==> src/rtl/kbd_rx_pkg.sv <==
// kbd_rx_pkg: shared ASCII constants and FSM state encodings for the keyboard stage.
// Latency: none (definitions only).
// Backpressure: n/a.
package kbd_rx_pkg;

  // Codes the filter treats specially (7-bit, after bit 7 is stripped).
  localparam logic [6:0] ASCII_BS     = 7'h08;
  localparam logic [6:0] ASCII_LF     = 7'h0A;
  localparam logic [6:0] ASCII_DEL    = 7'h7F;
  localparam logic [6:0] ASCII_RUBOUT = 7'h5F;  // Apple-1 '_' rubout
  localparam logic [6:0] LOWER_A      = 7'h61;
  localparam logic [6:0] LOWER_Z      = 7'h7A;

  // FT245 read sequencer.
  typedef enum logic [1:0] {
    R_IDLE = 2'd0,
    R_LOW  = 2'd1,
    R_REC  = 2'd2
  } rd_state_e;

  // PIA presentation sequencer.
  typedef enum logic [1:0] {
    P_IDLE   = 2'd0,
    P_STROBE = 2'd1,
    P_GAP    = 2'd2
  } pr_state_e;

endpackage

==> src/rtl/kbd_rx_if.sv <==
// kbd_rx_if: FT245 receive pins plus PIA port-A keyboard pins in one bundle.
// Latency: none (wires only).
// Backpressure: FT245 side paced by RXF#/RD#, PIA side by CA1 strobe / E&CA2 read ack.
// master = board side (FT245 + PIA), slave = kbd_rx.
interface kbd_rx_if;
  logic       fifo_rxf;   // FT245 RXF#, low = byte available
  logic       fifo_rd;    // FT245 RD#, active low
  logic [7:0] fifo_data;  // FT245 D[7:0]
  logic       pia_e;      // PIA E clock
  logic       pia_ca2;    // PIA CA2 read acknowledge
  logic [6:0] pia_pa;     // keyboard code to PA[6:0]
  logic       pia_ca1;    // keyboard strobe, PIA latches on rising edge

  modport master (
    output fifo_rxf, fifo_data, pia_e, pia_ca2,
    input  fifo_rd, pia_pa, pia_ca1
  );

  modport slave (
    input  fifo_rxf, fifo_data, pia_e, pia_ca2,
    output fifo_rd, pia_pa, pia_ca1
  );
endinterface

==> src/rtl/kbd_rx_buf.sv <==
// kbd_buf: DEPTH x W circular buffer, head always visible on head_o.
// Latency: push visible on head/count the cycle after; pop advances head next cycle.
// Backpressure: push ignored when full, pop ignored when empty; caller watches full/empty.
// Ports: clk, rst_n, push_i/push_dat_i, pop_i, head_o, count_o (0..DEPTH), full_o, empty_o.
module kbd_buf #(
  parameter int DEPTH = 4,
  parameter int W     = 7
) (
  input  logic                   clk,
  input  logic                   rst_n,
  input  logic                   push_i,
  input  logic [W-1:0]           push_dat_i,
  input  logic                   pop_i,
  output logic [W-1:0]           head_o,
  output logic [$clog2(DEPTH):0] count_o,
  output logic                   full_o,
  output logic                   empty_o
);

  localparam int AW = $clog2(DEPTH);
  localparam int CW = AW + 1;

  logic [W-1:0]  mem_q [DEPTH];
  logic [AW-1:0] wr_ptr_q, rd_ptr_q;
  logic [CW-1:0] count_q;
  logic          push_ok, pop_ok;

  assign full_o  = (count_q == CW'(DEPTH));
  assign empty_o = (count_q == '0);
  assign push_ok = push_i && !full_o;
  assign pop_ok  = pop_i && !empty_o;
  assign head_o  = mem_q[rd_ptr_q];
  assign count_o = count_q;

  // Storage carries no reset; only the pointers define what is valid.
  always_ff @(posedge clk) begin
    if (push_ok) mem_q[wr_ptr_q] <= push_dat_i;
  end

  // DEPTH is a power of two, so pointer wrap is plain overflow.
  always_ff @(posedge clk or negedge rst_n) begin
    if (!rst_n) begin
      wr_ptr_q <= '0;
      rd_ptr_q <= '0;
      count_q  <= '0;
    end else begin
      if (push_ok) wr_ptr_q <= wr_ptr_q + AW'(1);
      if (pop_ok)  rd_ptr_q <= rd_ptr_q + AW'(1);
      case ({push_ok, pop_ok})
        2'b10:   count_q <= count_q + CW'(1);
        2'b01:   count_q <= count_q - CW'(1);
        default: count_q <= count_q;
      endcase
    end
  end

endmodule

==> src/rtl/kbd_rx.sv <==
// kbd_rx: FT245 byte reader -> Apple-1 key filter -> buffer -> PIA port A with CA1 strobe.
// Latency: RXF# fall to RD# low 3 clk; byte sample to CA1 rise 3 clk with an empty buffer.
// Backpressure: no FT245 read while the buffer is full; codes pop only on a PIA read (E & CA2).
// Ports: clk, reset (async active low), bus (kbd_rx_if.slave: FT245 RXF#/RD#/D, PIA E/CA2/PA/CA1).
module kbd_rx
  import kbd_rx_pkg::*;
#(
  parameter int DEPTH      = 4,
  parameter int RD_CYCLES  = 2,
  parameter int RD_RECOVER = 3,
  parameter int GAP_CYCLES = 2,
  parameter bit UPCASE     = 1'b1,
  parameter bit DROP_LF    = 1'b1
) (
  input  logic     clk,
  input  logic     reset,
  kbd_rx_if.slave  bus
);

  localparam int CW = $clog2(DEPTH) + 1;

  // ---------------- synchronizers ----------------
  logic [1:0] rxf_sync_q, e_sync_q, ca2_sync_q;
  logic       rdack_q;
  logic       rdack, ack;

  always_ff @(posedge clk or negedge reset) begin
    if (!reset) begin
      rxf_sync_q <= 2'b11;   // idle RXF# is high: nothing to read
      e_sync_q   <= 2'b00;
      ca2_sync_q <= 2'b00;
      rdack_q    <= 1'b0;
    end else begin
      rxf_sync_q <= {rxf_sync_q[0], bus.fifo_rxf};
      e_sync_q   <= {e_sync_q[0],   bus.pia_e};
      ca2_sync_q <= {ca2_sync_q[0], bus.pia_ca2};
      rdack_q    <= rdack;
    end
  end

  // One-clk pulse on the rising edge of the CPU port-A read.
  assign rdack = e_sync_q[1] & ca2_sync_q[1];
  assign ack   = rdack & ~rdack_q;

  // ---------------- buffer ----------------
  logic          buf_push, buf_pop, buf_full, buf_empty;
  logic [6:0]    buf_head, flt_code;
  logic [CW-1:0] buf_count;

  kbd_buf #(.DEPTH(DEPTH), .W(7)) u_buf (
    .clk        (clk),
    .rst_n      (reset),
    .push_i     (buf_push),
    .push_dat_i (flt_code),
    .pop_i      (buf_pop),
    .head_o     (buf_head),
    .count_o    (buf_count),
    .full_o     (buf_full),
    .empty_o    (buf_empty)
  );

  // ---------------- FT245 read FSM ----------------
  rd_state_e  rd_state_q;
  logic [7:0] rd_cnt_q;
  logic       fifo_rd_q;
  logic [6:0] rx_byte_q;   // bit 7 is never used by the filter
  logic       rx_vld_q;

  always_ff @(posedge clk or negedge reset) begin
    if (!reset) begin
      rd_state_q <= R_IDLE;
      rd_cnt_q   <= '0;
      fifo_rd_q  <= 1'b1;
      rx_byte_q  <= '0;
      rx_vld_q   <= 1'b0;
    end else begin
      rx_vld_q <= 1'b0;
      case (rd_state_q)
        R_IDLE: begin
          // A full buffer leaves RXF# pending; the byte stays in the FT245.
          if (!rxf_sync_q[1] && !buf_full) begin
            rd_state_q <= R_LOW;
            fifo_rd_q  <= 1'b0;
            rd_cnt_q   <= '0;
          end
        end
        R_LOW: begin
          if (rd_cnt_q == 8'(RD_CYCLES - 1)) begin
            rx_byte_q  <= bus.fifo_data[6:0];  // sampled while RD# is still low
            rx_vld_q   <= 1'b1;
            fifo_rd_q  <= 1'b1;
            rd_cnt_q   <= '0;
            rd_state_q <= R_REC;
          end else begin
            rd_cnt_q <= rd_cnt_q + 8'd1;
          end
        end
        R_REC: begin
          // Gives the FT245 time to update RXF# and the sync chain to follow.
          if (rd_cnt_q == 8'(RD_RECOVER - 1)) begin
            rd_cnt_q   <= '0;
            rd_state_q <= R_IDLE;
          end else begin
            rd_cnt_q <= rd_cnt_q + 8'd1;
          end
        end
        default: begin
          rd_state_q <= R_IDLE;
          fifo_rd_q  <= 1'b1;
        end
      endcase
    end
  end

  // ---------------- key filter ----------------
  logic flt_keep;

  always_comb begin
    flt_code = rx_byte_q;
    flt_keep = 1'b1;
    if (UPCASE && rx_byte_q >= LOWER_A && rx_byte_q <= LOWER_Z) begin
      flt_code = rx_byte_q - 7'h20;
    end else if (rx_byte_q == ASCII_BS || rx_byte_q == ASCII_DEL) begin
      flt_code = ASCII_RUBOUT;
    end else if (DROP_LF && rx_byte_q == ASCII_LF) begin
      flt_keep = 1'b0;
    end
  end

  // The push lands the cycle after the sample, well inside R_REC, so the
  // full check in R_IDLE always sees the updated count.
  assign buf_push = rx_vld_q & flt_keep;

  // ---------------- PIA presentation FSM ----------------
  pr_state_e  pr_state_q;
  logic [7:0] gap_cnt_q;
  logic       ca1_q;
  logic [6:0] pa_q;

  assign buf_pop = (pr_state_q == P_STROBE) && ack;

  always_ff @(posedge clk or negedge reset) begin
    if (!reset) begin
      pr_state_q <= P_IDLE;
      gap_cnt_q  <= '0;
      ca1_q      <= 1'b0;
      pa_q       <= '0;
    end else begin
      case (pr_state_q)
        P_IDLE: begin
          ca1_q <= 1'b0;
          if (!buf_empty) begin
            pa_q       <= buf_head;  // PA settles one clk before CA1 rises
            pr_state_q <= P_STROBE;
          end
        end
        P_STROBE: begin
          if (ack) begin
            ca1_q      <= 1'b0;
            gap_cnt_q  <= '0;
            pr_state_q <= P_GAP;
          end else begin
            ca1_q <= 1'b1;
          end
        end
        P_GAP: begin
          ca1_q <= 1'b0;
          if (gap_cnt_q == 8'(GAP_CYCLES - 1)) begin
            if (buf_count != '0) begin
              pa_q       <= buf_head;
              pr_state_q <= P_STROBE;
            end else begin
              pr_state_q <= P_IDLE;
            end
          end else begin
            gap_cnt_q <= gap_cnt_q + 8'd1;
          end
        end
        default: begin
          ca1_q      <= 1'b0;
          pr_state_q <= P_IDLE;
        end
      endcase
    end
  end

  assign bus.fifo_rd = fifo_rd_q;
  assign bus.pia_ca1 = ca1_q;
  assign bus.pia_pa  = pa_q;

endmodule
==> src/flat_wrapper.sv <==
// flat-port wrapper written by rule: the top's interface ports become plain ports
module kbd_rx_flat import kbd_rx_pkg::*;
#(
  parameter int DEPTH      = 4,
  parameter int RD_CYCLES  = 2,
  parameter int RD_RECOVER = 3,
  parameter int GAP_CYCLES = 2,
  parameter bit UPCASE     = 1'b1,
  parameter bit DROP_LF    = 1'b1
)
  (clk, reset, bus_fifo_rxf, bus_fifo_data, bus_pia_e, bus_pia_ca2, bus_fifo_rd, bus_pia_pa, bus_pia_ca1);
  kbd_rx_if bus_i ();
  input  logic clk;
  input  logic reset;
  input wire logic [$bits(bus_i.fifo_rxf)-1:0] bus_fifo_rxf;
  input wire logic [$bits(bus_i.fifo_data)-1:0] bus_fifo_data;
  input wire logic [$bits(bus_i.pia_e)-1:0] bus_pia_e;
  input wire logic [$bits(bus_i.pia_ca2)-1:0] bus_pia_ca2;
  output wire logic [$bits(bus_i.fifo_rd)-1:0] bus_fifo_rd;
  output wire logic [$bits(bus_i.pia_pa)-1:0] bus_pia_pa;
  output wire logic [$bits(bus_i.pia_ca1)-1:0] bus_pia_ca1;
  assign bus_i.fifo_rxf = bus_fifo_rxf;
  assign bus_i.fifo_data = bus_fifo_data;
  assign bus_i.pia_e = bus_pia_e;
  assign bus_i.pia_ca2 = bus_pia_ca2;
  assign bus_fifo_rd = bus_i.fifo_rd;
  assign bus_pia_pa = bus_i.pia_pa;
  assign bus_pia_ca1 = bus_i.pia_ca1;
  kbd_rx #(.DEPTH(DEPTH), .RD_CYCLES(RD_CYCLES), .RD_RECOVER(RD_RECOVER), .GAP_CYCLES(GAP_CYCLES), .UPCASE(UPCASE), .DROP_LF(DROP_LF)) u_core (.clk(clk), .reset(reset), .bus(bus_i));
endmodule
==> config.mk <==
export PLATFORM = sky130hd
export DESIGN_NAME = kbd_rx_flat
export DESIGN_NICKNAME = d
export VERILOG_FILES = /design/src/rtl/kbd_rx_pkg.sv /design/src/rtl/kbd_rx_if.sv /design/src/rtl/kbd_rx_buf.sv /design/src/rtl/kbd_rx.sv /design/src/flat_wrapper.sv
export SDC_FILE = /design/constraint.sdc
export NUM_CORES = 1
export LEC_CHECK = 0
export ABC_AREA = 1
export CAP_MARGIN = 20
export CORE_ASPECT_RATIO = 0.8
export CORE_UTILIZATION = 40
export DETAILED_ROUTE_END_ITERATION = 16
export PLACE_DENSITY = 0.69
export SYNTH_ARGS = -nofsm -noshare
export SYNTH_HDL_FRONTEND = slang
export SYNTH_SLANG_ARGS = --single-unit
export TNS_END_PERCENT = 10
==> constraint.sdc <==
create_clock -name clk -period 2.7 [get_ports clk]
set_input_delay 0.405 -clock clk [delete_from_list [all_inputs] [get_ports clk]]
set_output_delay 0.405 -clock clk [all_outputs]
set_load 0.1 [all_outputs]
class_map.png
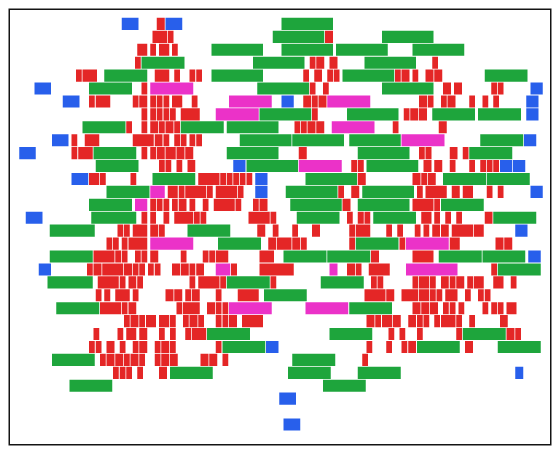
legend:
  green:
    class: registers
    cells: 79
    share_of_their_area: 47%
  red:
    class: remaining logic cells
    cells: 361
    share_of_their_area: 40%
  magenta:
    class: clock drivers and dummy loads
    cells: 16
    share_of_their_area: 7.5%
  blue:
    class: remaining buffers and delay cells
    cells: 26
    share_of_their_area: 4.9%

==> results.txt <==
Flow results follow.

The worst hold margin is -0.00422 ns. The total number of vias is 2926. In this run, the number of DRC markers left after iteration 0 of detailed routing was roughly 200. The post-synthesis async set-or-reset flop share is 64.6%. The worst endpoint required time is between 2 and 3 ns. The remaining number of nets flagged by the antenna check after routing is 0.

The area growth from synthesis to layout is 16.6%. The DRC violations left is 0. The cell sitting at the root of the clock tree is a sky130_fd_sc_hd__clkbuf_16. The run finished, with violations left. Buffers added to address setup during post-CTS repair amount to 0. The part of the power in combinational logic is 40.5%. For reference, the top cells by count after synthesis are 103 x sky130_fd_sc_hd__nand2_1, 58 x sky130_fd_sc_hd__nor2_1, 48 x sky130_fd_sc_hd__dfrtp_1. In this run, distinct cell masters in the synthesized netlist total 31. Looking at the reg2reg group, the worst path ends at u_core.u_buf.count_o[2]. Per the synthesis report, the AND-OR/OR-AND share of the synthesized area is ~7.7%. The final antenna diode count is 0. The register with the most flip-flops in the layout has 28 of them. The synthesized netlist has a Yosys-reported chip area of between 3000 and 4000 µm². The tool warning count for the run is 39. The first global-routing pass estimated 12800 µm of wire. The arrival time of data at the worst endpoint is listed as approximately 2.6 ns. The post-layout net count is 510. The post-synthesis cell type with the largest instance count is sky130_fd_sc_hd__nand2_1.

The final cell count without fillers is approximately 620. The clock tree synthesis step divided the H-tree into 3 levels. The switching power is about 2.3 mW. The kind of cell with the highest combined delay along the critical path is simple AND/OR/NAND/NOR gates.

The final standard cell area without fillers is ~4700 µm². The hold-fix buffer count after cts is 0. Max-cap violations in this run came to 0. The number of gates resized after cts is 0. The final hold violation count is 3. The power report attributes to the clock group a share of between 20% and 30%. The checks that failed: negative hold slack.
clock_nets.png
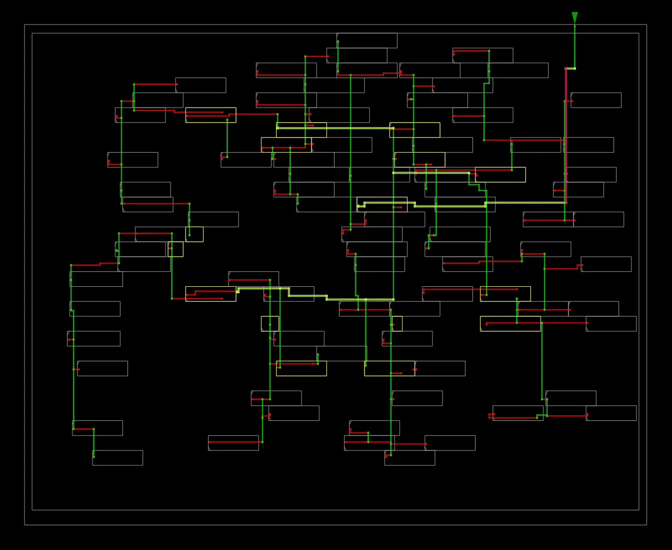
maximum clock skew at final layout: 0.00905 ns
count of clock-net buffers in the final layout: 11

-- final cells by class --
cell class	instances	area (µm²)
clock buffer	11	275
clock inverter	5	60.1
fill	901	5000
inverter	51	196
multi-input combinational	310	1610
sequential	79	2120
tap	136	170
timing repair buffer	26	218
-- metrics by stage --
stage	power, mW	util (%)	setup WS, ns
floorplan	3.53	-	0.577
global placement	3.92	44.7	0.457
detailed placement	4.00	44.7	0.292
CTS	5.34	48.2	0.279
global route	5.68	48.2	0.0340
finish	5.31	48.2	0.273
-- routing by layer --
| metal | track usage (%) | wire length (µm) | part of all wire, % | up-vias |
|---|---|---|---|---|
| met5 | 0 | 0 | 0 | - |
| met4 | 4.71 | 29 | 0.40 | 0 |
| met3 | 4.27 | 330 | 4.5 | 4 |
| met2 | 24.9 | 3330 | 45 | 65 |
| met1 | 21.2 | 3640 | 50 | 1348 |
| li1 | - | - | - | 1509 |
-- worst max path at each step --
stage / end / startpoint / cells past startpoint
6_report: u_core.u_buf.count_o[2] / u_core.rx_byte_q[3] / 13
3_5_place_dp: u_core.u_buf.count_o[2] / u_core.rx_byte_q[3] / 13
3_3_place_gp: u_core.u_buf.count_o[2] / u_core.rx_byte_q[6] / 13
4_1_cts: u_core.u_buf.count_o[2] / u_core.rx_byte_q[3] / 13
5_1_grt: u_core.u_buf.count_o[2] / u_core.rx_byte_q[3] / 13
2_1_floorplan: u_core.u_buf.count_o[2] / u_core.rx_byte_q[6] / 13
-- cells by family (layout without fill, tap and decap cells) --
kind of cell,Yosys count,after routing
AND-OR/OR-AND,55,55
XOR/XNOR,5,5
AND/OR/NAND/NOR,230,230
adder cells (fa/ha/maj),20,20
buffers and inverters,60,93
flip-flops,79,79
Power and IR drop assume default switching activity.
